==> config.mk <==
export PLATFORM = sky130hd
export DESIGN_NAME = sr_drive_sequencer_flat
export DESIGN_NICKNAME = d
export VERILOG_FILES = /design/src/rtl/sr_drive_sequencer_pkg.sv /design/src/rtl/sr_drive_sequencer_if.sv /design/src/rtl/sr_drive_sequencer_pending_slot.sv /design/src/rtl/sr_drive_sequencer.sv /design/src/flat_wrapper.sv
export SDC_FILE = /design/constraint.sdc
export NUM_CORES = 1
export LEC_CHECK = 0
export CAP_MARGIN = 10
export CORE_ASPECT_RATIO = 1.25
export CORE_MARGIN = 1.5
export CORE_UTILIZATION = 51
export CTS_CLUSTER_DIAMETER = 80
export CTS_CLUSTER_SIZE = 14
export DETAILED_ROUTE_END_ITERATION = 12
export GPL_TIMING_DRIVEN = 0
export PLACE_DENSITY = 0.86
export SLEW_MARGIN = 15
export SYNTH_ARGS = -nofsm -noshare
export SYNTH_HDL_FRONTEND = slang
export SYNTH_HIERARCHICAL = 1
export SYNTH_SLANG_ARGS = --single-unit
==> constraint.sdc <==
create_clock -name clock -period 1.8 [get_ports clock]
set_clock_uncertainty 0.05 [all_clocks]
set_input_delay 0.45 -clock clock [delete_from_list [all_inputs] [get_ports clock]]
set_output_delay 0.45 -clock clock [all_outputs]
set_load 0.01 [all_outputs]
**Run 1: clock wiring as the flow saved it**

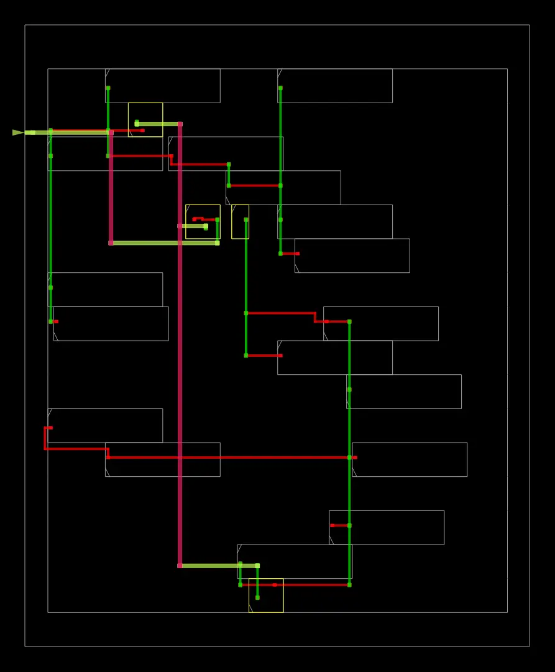
number of clock buffers in the layout: 4
total number of clock tree sinks: 17

**Run 1: cell sizes after repair**

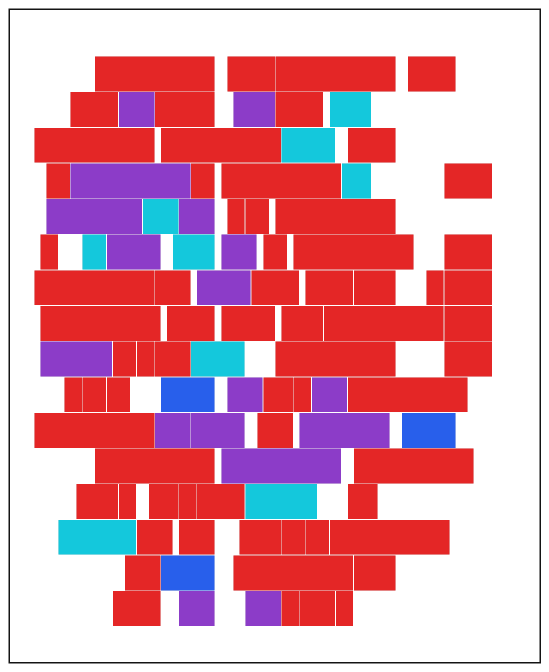
_6 and larger: in blue, cells 3, share 3.1%. _0 and _1 cells: in red, cells 68, share 70%. _2 cells: in cyan, cells 9, share 9.3%. _3 and _4 cells: in purple, cells 17, share 18%.
final non-filler cell area: 1150 µm²
setup slack of the critical path after layout: 0.0780 ns
Non-clock buffers: 22

**Run 1: clock network drawn from the DEF**

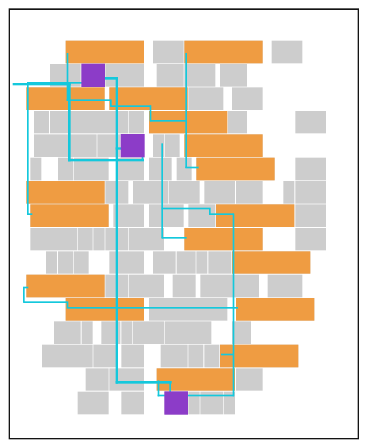
clock wires: in cyan, length 220 µm. flip-flops: in orange, count 17. clock drivers: in purple, count 3.
There are 4 routed clock nets.
Late-Pin Clk Latency: 0.30 ns
Clock power frac: 10.4%
Clock group: 0.209 mW

==> run notes <==
Results of the full flow below.

Synth:
- A synthesized cell averages 11.9 µm².
- The synthesized netlist devotes 16.4% of its cell area to compound gates.
- The most frequently used library cell after synthesis is sky130_fd_sc_hd__dfrtp_1.
- Among the non-sequential cells, simple AND/OR/NAND/NOR gates take the most area.
- The run puts the number of nets produced by synthesis at 82.
- The run puts the number of distinct library cells after synthesis at 40.
- The run puts the synthesized area at 892 µm².
- The run puts the area of the synthesized netlist per yosys stat at 892 µm².
- The run gives the area fraction in full adders, half adders and majority gates as 2.81%.
- The run gives the cell type with the highest aggregate area in the netlist as sky130_fd_sc_hd__dfrtp_1.
- The run gives the count of instantiated cells in the yosys netlist as 75.
- The synthesis report lists the most area-consuming cells as sky130_fd_sc_hd__dfrtp_1, sky130_fd_sc_hd__buf_6, sky130_fd_sc_hd__inv_1.
- Of the post-synthesis cell area, the dominant cell type holds 47.7%.
- The run gives the top flip-flop cell by instance count after synthesis as sky130_fd_sc_hd__dfrtp_1.
- The run gives the count of state elements after synthesis as 17.
- The run gives the simple-gate area share of the yosys netlist as 20.8%.
- The run puts the number of warnings reported in the yosys synthesis log at 6.
- The run gives the portion of the post-synthesis area used by sequential elements as 47.7%.
- The run puts the number of enable-type register cells in the synthesized netlist at 0.
- Measured against the total synthesized area, the mux share comes to 4.07%.

Final timing:
- The run gives the maximum clock frequency as 0.581 GHz.
- The tightest hold path in the finished design has a slack of 0.413 ns.
- For the finished layout, the period the worst path requires is 1.72 ns.
- The run puts the slew at the pin with the worst max-slew slack at 0.728 ns.
- The run gives the relative max-transition margin as 51.3%.
- In the final timing run, aggregate negative setup slack is 0 ns.
- The run puts the final clock period utilization by the worst path at 95.7%.
- The run gives the number of slew-limit violations in the final report as 0.

Clocking:
- Per the CTS log, the root buffer master is sky130_fd_sc_hd__clkbuf_4.
- The run gives the TritonCTS buffer count as 3.
- The run gives the number of hold buffers added after cts as 0.
- The run gives the CTS tree as built.

Layout:
- The run gives the non-filler instance count after layout as 115.
- Ranking logic cells in the layout by count gives the top entries sky130_fd_sc_hd__dfrtp_1, sky130_fd_sc_hd__clkdlybuf4s50_1, sky130_fd_sc_hd__inv_1, sky130_fd_sc_hd__o21ai_0, sky130_fd_sc_hd__buf_4.
- The register with the most flip-flops in the layout has 4 of them.
- Counting only logic cells after layout, the most numerous master is sky130_fd_sc_hd__dfrtp_1.
- Between the synthesized netlist and the finished layout, the area growth was recorded as 28.9%.
- The run puts the number of diodes at 0.

Placement:
- During placement, the flow inserted port buffers numbering 13.
- According to the dpl log, the detail-placed design has an HPWL of 1.29 mm.
- Including well taps, the total number of placed cells is 106.
- The run puts the post-place instance area at 1040 µm².

Floorplan:
- The run puts the overall die width at 40.4 µm.
- The run gives the fraction of the core area occupied by cells at floorplan as 55.7%.
- The run gives the boundary pin count as 14.
- The run gives the core region area as 1600 µm².
- After floorplanning, the core was divided into 16 placement rows.
- The run puts the die height at 49.8 µm.

Critical path:
- Max fanout on the critical path was recorded as 7.
- The run gives the buffer and inverter count on the worst path as 1.
- The run gives the stage delay of the slowest cell on the critical path as 0.50 ns.
- STA classifies the critical path endpoint as a flip-flop.
- The run gives the kind of start point of the critical path as a primary input.
- The run gives the total stage count of the critical path as 5.
- Walking the worst path, the cells encountered are clkdlybuf4s50_1 > ha_4 > or4_4 > o21ai_0 > a22o_1.
- The run gives the arrival time reported for the critical path endpoint as 1.92 ns.

Drt:
- The run gives the via-per-instance ratio as 5.99.
- The run puts the via total after detailed routing at 689.
- The run puts the first-pass detailed-route iteration total at 4.
- The run puts the residual antenna-violating net count after detailed routing at 0.
- The run gives the wire length per cell after detailed routing as 17.0 µm.

Status:
- The run finished with clean final reports.

GRT:
- The first global-routing pass estimated 3.15 mm of wire.
- The run puts the via count of the first global-routing pass at 677.
- After global routing the overflow that remains totals 0.

Pwr:
- The run puts the power density normalized to cell area at 1750 nW/µm².
- The run gives the worst supply voltage drop on vdd as 957 µV.
- The run puts the reported leakage power at 0.495 nW.
- After layout, the design draws a total of 2.01 mW.

Hold path:
- The worst hold path belongs to the class flip-flop to flip-flop.
-- run 1: cell type report --
class	instances	area, µm²
inverter	7	26.3
fill	112	452
buffer	4	38.8
timing repair buffer	18	170
multi-input combinational	47	440
tap	18	22.5
clock buffer	4	26.3
sequential	17	425
-- run 1: layer usage --
| layer | GRT usage, % | wire (µm) | vias to the layer above |
|---|---|---|---|
| met1 | 28.5 | 729 | 343 |
| li1 | - | - | 322 |
| met2 | 36.5 | 1080 | 19 |
| met5 | 0 | 0 | - |
| met3 | 4.05 | 94 | 5 |
| met4 | 12.8 | 44 | 0 |
-- run 1: report_power, final --
part	leakage (nW)	internal (mW)	switching, mW
Combinational	0.282	0.617	0.514
Clock	0.0150	0.0865	0.122
Sequential	0.199	0.540	0.131
Power figures rest on the tool's default switching activity, not on a simulated workload.
